<file path="config.mk">
export PLATFORM = sky130hd
export DESIGN_NAME = buffer_xbar
export DESIGN_NICKNAME = d
export VERILOG_FILES = /design/src/rtl/buffer_xbar.sv
export SDC_FILE = /design/constraint.sdc
export NUM_CORES = 1
export LEC_CHECK = 0
export CAP_MARGIN = 10
export CORE_AREA = 3 3 331 333
export DETAILED_ROUTE_END_ITERATION = 12
export DIE_AREA = 0 0 334 336
export HOLD_SLACK_MARGIN = 0.05
export PLACE_DENSITY = 0.34
export SYNTH_ARGS = -nofsm -noshare
export SYNTH_HDL_FRONTEND = slang
export SYNTH_SLANG_ARGS = --single-unit
</file>
<file path="constraint.sdc">
create_clock -name clk -period 2.79 [get_ports clk]
set_input_delay 0.558 -clock clk [delete_from_list [all_inputs] [get_ports clk]]
set_output_delay 0.558 -clock clk [all_outputs]
set_load 0.01 [all_outputs]
</file>
<file path="src/rtl/buffer_xbar.sv">
// rtl/buffer_xbar.sv - snooper/CPU/forwarder to N packet buffer crossbar with ordered ownership
module buffer_xbar #(
  parameter int N_BUFS     = 3,
  parameter int ADDR_WIDTH = 9,
  parameter int DATA_WIDTH = 64,
  parameter int INC_WIDTH  = 8,
  parameter int PLEN_WIDTH = 32
) (
  input  logic                           clk,
  input  logic                           rst_n,
  input  logic [ADDR_WIDTH-1:0]          sn_addr,
  input  logic [DATA_WIDTH-1:0]          sn_wr_data,
  input  logic                           sn_wr_en,
  input  logic [INC_WIDTH-1:0]           sn_bytes_inc,
  input  logic                           sn_reset_len,
  input  logic                           sn_done,
  output logic                           sn_rdy,
  input  logic [ADDR_WIDTH-1:0]          cpu_addr,
  input  logic                           cpu_rd_en,
  input  logic                           cpu_acc,
  input  logic                           cpu_rej,
  output logic [DATA_WIDTH-1:0]          cpu_rd_data,
  output logic                           cpu_rd_data_vld,
  output logic [PLEN_WIDTH-1:0]          cpu_len,
  output logic                           cpu_rdy,
  input  logic [ADDR_WIDTH-1:0]          fwd_addr,
  input  logic                           fwd_rd_en,
  input  logic                           fwd_done,
  output logic [DATA_WIDTH-1:0]          fwd_rd_data,
  output logic                           fwd_rd_data_vld,
  output logic [PLEN_WIDTH-1:0]          fwd_len,
  output logic                           fwd_rdy,
  output logic [N_BUFS*ADDR_WIDTH-1:0]   buf_addr,
  output logic [N_BUFS*DATA_WIDTH-1:0]   buf_wr_data,
  output logic [N_BUFS*INC_WIDTH-1:0]    buf_bytes_inc,
  output logic [N_BUFS-1:0]              buf_wr_en,
  output logic [N_BUFS-1:0]              buf_reset_len,
  output logic [N_BUFS-1:0]              buf_rd_en,
  input  logic [N_BUFS*DATA_WIDTH-1:0]   buf_rd_data,
  input  logic [N_BUFS-1:0]              buf_rd_data_vld,
  input  logic [N_BUFS*PLEN_WIDTH-1:0]   buf_len
);

  localparam int PTR_WIDTH = (N_BUFS > 1) ? $clog2(N_BUFS) : 1;

  typedef enum logic [2:0] {
    FREE, SN_OWN, WAIT_CPU, CPU_OWN, WAIT_FWD, FWD_OWN, REJ
  } buf_state_e;

  buf_state_e             st [N_BUFS];
  logic [PTR_WIDTH-1:0]   sn_ptr, cpu_ptr, fwd_ptr;
  logic [DATA_WIDTH-1:0]  rd_data_a [N_BUFS];
  logic [PLEN_WIDTH-1:0]  len_a     [N_BUFS];

  // Explicit wrap so non-power-of-two buffer counts rotate correctly
  function automatic logic [PTR_WIDTH-1:0] next_ptr(input logic [PTR_WIDTH-1:0] p);
    return (p == PTR_WIDTH'(N_BUFS - 1)) ? '0 : p + 1'b1;
  endfunction

  // Unpack the flattened per-buffer return buses for pointer indexing
  always_comb begin
    for (int i = 0; i < N_BUFS; i++) begin
      rd_data_a[i] = buf_rd_data[i*DATA_WIDTH +: DATA_WIDTH];
      len_a[i]     = buf_len[i*PLEN_WIDTH +: PLEN_WIDTH];
    end
  end

  // Ownership FSM per buffer plus the three rotating agent pointers; each agent
  // only ever touches the buffer its pointer names, in a state only it can act on
  always_ff @(posedge clk or negedge rst_n) begin
    if (!rst_n) begin
      for (int i = 0; i < N_BUFS; i++) st[i] <= FREE;
      sn_ptr  <= '0;
      cpu_ptr <= '0;
      fwd_ptr <= '0;
      sn_rdy  <= 1'b0;
      cpu_rdy <= 1'b0;
      fwd_rdy <= 1'b0;
    end else begin
      if (sn_rdy) begin
        if (sn_done) begin
          st[sn_ptr] <= WAIT_CPU;
          sn_ptr     <= next_ptr(sn_ptr);
          sn_rdy     <= 1'b0;
        end
      end else if (st[sn_ptr] == FREE) begin
        st[sn_ptr] <= SN_OWN;
        sn_rdy     <= 1'b1;
      end

      if (cpu_rdy) begin
        if (cpu_acc || cpu_rej) begin
          st[cpu_ptr] <= cpu_rej ? REJ : WAIT_FWD;
          cpu_ptr     <= next_ptr(cpu_ptr);
          cpu_rdy     <= 1'b0;
        end
      end else if (st[cpu_ptr] == WAIT_CPU) begin
        st[cpu_ptr] <= CPU_OWN;
        cpu_rdy     <= 1'b1;
      end

      if (fwd_rdy) begin
        if (fwd_done) begin
          st[fwd_ptr] <= FREE;
          fwd_ptr     <= next_ptr(fwd_ptr);
          fwd_rdy     <= 1'b0;
        end
      end else if (st[fwd_ptr] == WAIT_FWD) begin
        st[fwd_ptr] <= FWD_OWN;
        fwd_rdy     <= 1'b1;
      end else if (st[fwd_ptr] == REJ) begin
        st[fwd_ptr] <= FREE;
        fwd_ptr     <= next_ptr(fwd_ptr);
      end
    end
  end

  // Route each owning agent onto its buffer slice; everything else stays zero
  always_comb begin
    buf_addr      = '0;
    buf_wr_data   = '0;
    buf_bytes_inc = '0;
    buf_wr_en     = '0;
    buf_reset_len = '0;
    buf_rd_en     = '0;
    for (int i = 0; i < N_BUFS; i++) begin
      if (sn_rdy && sn_ptr == PTR_WIDTH'(i)) begin
        buf_addr[i*ADDR_WIDTH +: ADDR_WIDTH]    = sn_addr;
        buf_wr_data[i*DATA_WIDTH +: DATA_WIDTH] = sn_wr_data;
        buf_bytes_inc[i*INC_WIDTH +: INC_WIDTH] = sn_bytes_inc;
        buf_wr_en[i]                            = sn_wr_en;
        buf_reset_len[i]                        = sn_reset_len;
      end
      if (cpu_rdy && cpu_ptr == PTR_WIDTH'(i)) begin
        buf_addr[i*ADDR_WIDTH +: ADDR_WIDTH] = cpu_addr;
        buf_rd_en[i]                         = cpu_rd_en;
      end
      if (fwd_rdy && fwd_ptr == PTR_WIDTH'(i)) begin
        buf_addr[i*ADDR_WIDTH +: ADDR_WIDTH] = fwd_addr;
        buf_rd_en[i]                         = fwd_rd_en;
      end
    end
  end

  // Registered read return from whichever buffer each reader points at
  always_ff @(posedge clk or negedge rst_n) begin
    if (!rst_n) begin
      cpu_rd_data     <= '0;
      cpu_rd_data_vld <= 1'b0;
      cpu_len         <= '0;
      fwd_rd_data     <= '0;
      fwd_rd_data_vld <= 1'b0;
      fwd_len         <= '0;
    end else begin
      cpu_rd_data     <= rd_data_a[cpu_ptr];
      cpu_rd_data_vld <= cpu_rdy & buf_rd_data_vld[cpu_ptr];
      cpu_len         <= cpu_rdy ? len_a[cpu_ptr] : '0;
      fwd_rd_data     <= rd_data_a[fwd_ptr];
      fwd_rd_data_vld <= fwd_rdy & buf_rd_data_vld[fwd_ptr];
      fwd_len         <= fwd_rdy ? len_a[fwd_ptr] : '0;
    end
  end

endmodule

</file>
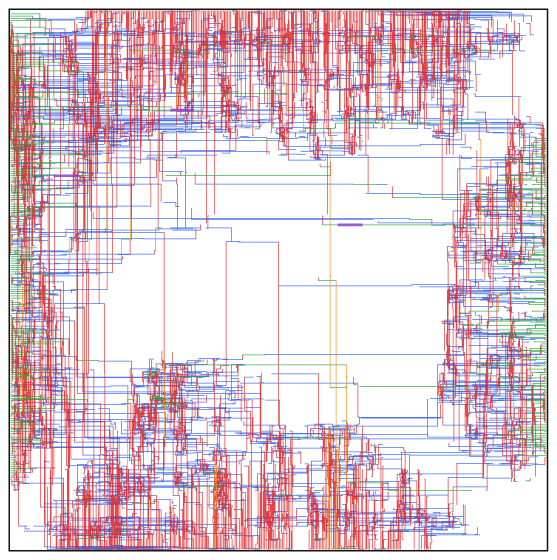
**Above:** routed metal, one colour a layer.
| layer | colour | wire length |
|---|---|---|
| metal 4 | orange | 1,770 um |
| metal 2 | red | 46.3 mm |
| metal 5 | purple | 40.5 um |
| metal 3 | green | 5,530 um |
| metal 1 | blue | 35.5 mm |
vias after detailed routing: 14,080
Detailed Route WL: 89,220 um
GR Util All Layers: 14.87%

==> qor.rpt <==
===============================================================================
Combined area of the multi-input logic cells .....................     6703 um2
Reg-to-Reg Start ................................................. cpu_ptr[1]$_DFFE_PN0P_
Post-synthesis cell count ........................................        1,394
Yosys warns ......................................................            0
Area overhead of the layout relative to synthesis ................       92.41%
Crit path from ................................................... sn_ptr[1]$_DFFE_PN0P_
Top area cell types .............................................. sky130_fd_sc_hd__dfrtp_1 43%, sky130_fd_sc_hd__mux2i_1 16%, sky130_fd_sc_hd__and2_1 15%
Post-layout period usage .........................................       97.02%
Maximum number of pins on one net before global-route repair .....          101
Post-place setup slack ...........................................    0.1134 ns
PwrDens .......................................................... 934.2 nW/um2
Path type of the worst setup path ................................   reg -> out
Max-slew violation total from the final report ...................            0
Number of fill cells .............................................       11,770
Antenna Violating Nets Remaining .................................            0
Via-to-Cell Ratio ................................................        3.819
Slew at the pin closest to its max-slew limit ....................     1.111 ns
CP max stage cell ................................................ sky130_fd_sc_hd__dfrtp_2
Post-synth EDFFs .................................................            0
Total congestion overflow ........................................            0
Number of primary I/O pins .......................................          849
Final Core Density ...............................................       22.33%
Hold Fails Final Rpt .............................................            0
Vias in the first global route ...................................       15,160
Unrepaired setup endpoints after global routing ..................         true
Number of tap cells added at floorplan ...........................        1,403
Critical path data required time .................................      2.23 ns
Non-clock inverter instance count of the final layout ............            3
Logic share of the area ..........................................       28.08%
Count of state elements after synthesis ..........................          212
Final total power ................................................    22,300 uW
Max Fclk .........................................................    369.4 MHz
Area of the placeable core .......................................  106,900 um2
Residual DRC count ...............................................            0
Status ........................................................... finished, final reports clean
Worst voltage drop across the vdd grid ...........................    0.7644 mV
Count of tool warnings ...........................................           31
Syn Area/Cell ....................................................    8.900 um2
Post-synth top flop .............................................. sky130_fd_sc_hd__dfrtp_1
Top cell class by occupied area .................................. non-clock buffers
Syn nets .........................................................        1,794
Number of buffers inserted during clock tree synthesis ...........           30
Buffer and inverter count on the worst path ......................            4
Global-route wire length before repair ...........................   120,700 um
Largest driver fanout on the critical path .......................            9
Crit path max-delay family ....................................... buffers and inverters
Yosys cell types .................................................           50
Clock-pin transition on the worst setup and hold timing paths ....      0.06 ns
Worst hold-check path type .......................................  in -> async
Sort of element at the start of the critical path ................     register
Reg-to-reg critical path endpoint ................................ cpu_len[27]$_DFF_PN0_
Area share of buffers outside the clock network ..................       37.68%
Crit-path cells .................................................. buf_4, nand2b_4, nor2_4, buf_12, buf_4, and2_1, dlygate4sd2_1
Clk Tree Root Cell ............................................... sky130_fd_sc_hd__clkbuf_16
Inserted Diodes ..................................................            9
Proportion of cell area spent on the clock network ...............       4.434%
Clock tree from TritonCTS ........................................          yes
Internal reg-to-reg setup slack ..................................      0.26 ns
Delay of the slowest critical-path stage .........................      0.42 ns
Layout cells sized above 1 .......................................       12.45%
Clock buffer instance count of the final layout ..................           38
Number of DRC markers after the initial detailed-route iteration .          533
Worst Reg-to-Reg Cells ...........................................            5
Stages on worst setup path .......................................            7
CTS sink cnt .....................................................          212
Most frequent cell on the critical path .......................... sky130_fd_sc_hd__buf_4
Count of multi-input combinational gates .........................        1,065
Area figure in the yosys stat output .............................   12,410 um2
Arrival time at the worst endpoint ...............................      2.15 ns
Maxcap violations ................................................            0
Worst setup path endpoint ........................................ buf_wr_data[133]
Leakage power ....................................................   0.01021 uW
Yosys Instances ..................................................        1,394
Sequential element share of the synthesized area .................       42.76%
Footprint of the flip-flops and latches ..........................     5324 um2
Worst Setup Slack, final .........................................   0.08307 ns
Dpl cell area ....................................................   22,750 um2
===============================================================================
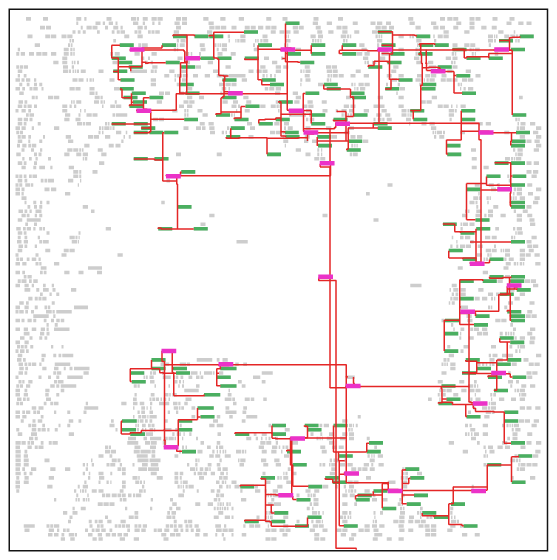
**Above:** clock distribution.
[flip-flops] green | count: 212
[clock wires] red | length: 4,400 um
[clock drivers] magenta | count: 30
flops lie: all over the die
routed clock nets: 31
clk_lat worst skew: 0.60 ns
Final Skew: 0.03412 ns
Clock power frac: 18.4%
clk pwr: 4100 uW

[through the flow]
| step | instances | setup TNS, ns | hold WS, ns |
|---|---|---|---|
| 3_5_place_dp | 3581 | 0 | 0.5791 |
| 5_1_grt | 3684 | -0.5241 | 0.5091 |
| 6_report | 3686 | 0 | 0.4803 |
| 2_1_floorplan | 1394 | 0 | 0.2624 |
| 4_1_cts | 3671 | -0.05889 | 0.4683 |
| 3_3_place_gp | 3581 | 0 | 0.5757 |
[cells in the mapped netlist (3+ instances only)]
master	number
sky130_fd_sc_hd__mux2i_1	194
sky130_fd_sc_hd__a21oi_1	16
sky130_fd_sc_hd__nand2b_1	5
sky130_fd_sc_hd__nand3_1	6
sky130_fd_sc_hd__o21ai_1	3
sky130_fd_sc_hd__nor2b_1	4
sky130_fd_sc_hd__and2_1	288
sky130_fd_sc_hd__nor2_1	23
sky130_fd_sc_hd__buf_1	4
sky130_fd_sc_hd__a22oi_1	27
sky130_fd_sc_hd__o21ai_0	218
sky130_fd_sc_hd__buf_2	28
sky130_fd_sc_hd__nand2_1	232
sky130_fd_sc_hd__dfrtp_1	212
sky130_fd_sc_hd__nor4_1	3
sky130_fd_sc_hd__nor3_1	5
sky130_fd_sc_hd__a21o_1	3
sky130_fd_sc_hd__clkbuf_1	81
sky130_fd_sc_hd__a31oi_1	3
[cell families after synthesis]
logic type             count (synthesis)  share of synthesized area [%]
AND-OR/OR-AND                        282                          12.65
buffers and inverters                117                          3.883
flip-flops                           212                          42.76
multiplexers                         196                          15.86
AND/OR/NAND/NOR                      587                          24.85
[metal layers]
| metal | up-vias | global-route usage (%) | share of wire (%) |
|---|---|---|---|
| met2 | 558 | 27.46 | 52 |
| met4 | 6 | 3.703 | 2.0 |
| li1 | 6432 | - | - |
| met3 | 84 | 3.222 | 6.2 |
| met1 | 6995 | 17.37 | 40 |
| met5 | - | 0 | 0.045 |
[power breakdown]
part / internal [uW] / leakage [uW] / switching, uW
combinational: 6010 / 0.00703 / 7170
clock: 2460 / 0.000517 / 1650
sequential: 4420 / 0.00266 / 603
[placed cells by master, fill, tap and decap left out, drive strengths merged, types with 4 or more instances in the layout]
cell type      instances
clkdlybuf4s50        595
and2                 288
nand2                232
o21ai                221
dfrtp                212
mux2i                194
dlygate4sd2          142
buf                  129
clkbuf                86
a22oi                 27
nor2                  24
clkdlybuf4s15         23
a21oi                 16
clkinv                10
diode                  9
nor3                   7
nand3                  6
nand2b                 5
clkinvlp               4
nor4                   4
nor2b                  4
inv                    4
[what timing repair did]
item                       4_1_cts  5_1_grt
pin swaps                        5        1
resized                        475       97
hold buffers                     1        0
buffers inserted                25        3
cloned                           8        5
setup endpoints to repair      252       96
hold endpoints to repair        60        0
[registers in the layout (all words and copies together), names as in the netlist, 2 cells and up]
name,count
fwd_ptr,2
cpu_rd_data,64
cpu_ptr,2
fwd_rd_data,64
fwd_len,32
sn_ptr,2
st,9
cpu_len,32
Power and IR drop assume default switching activity.
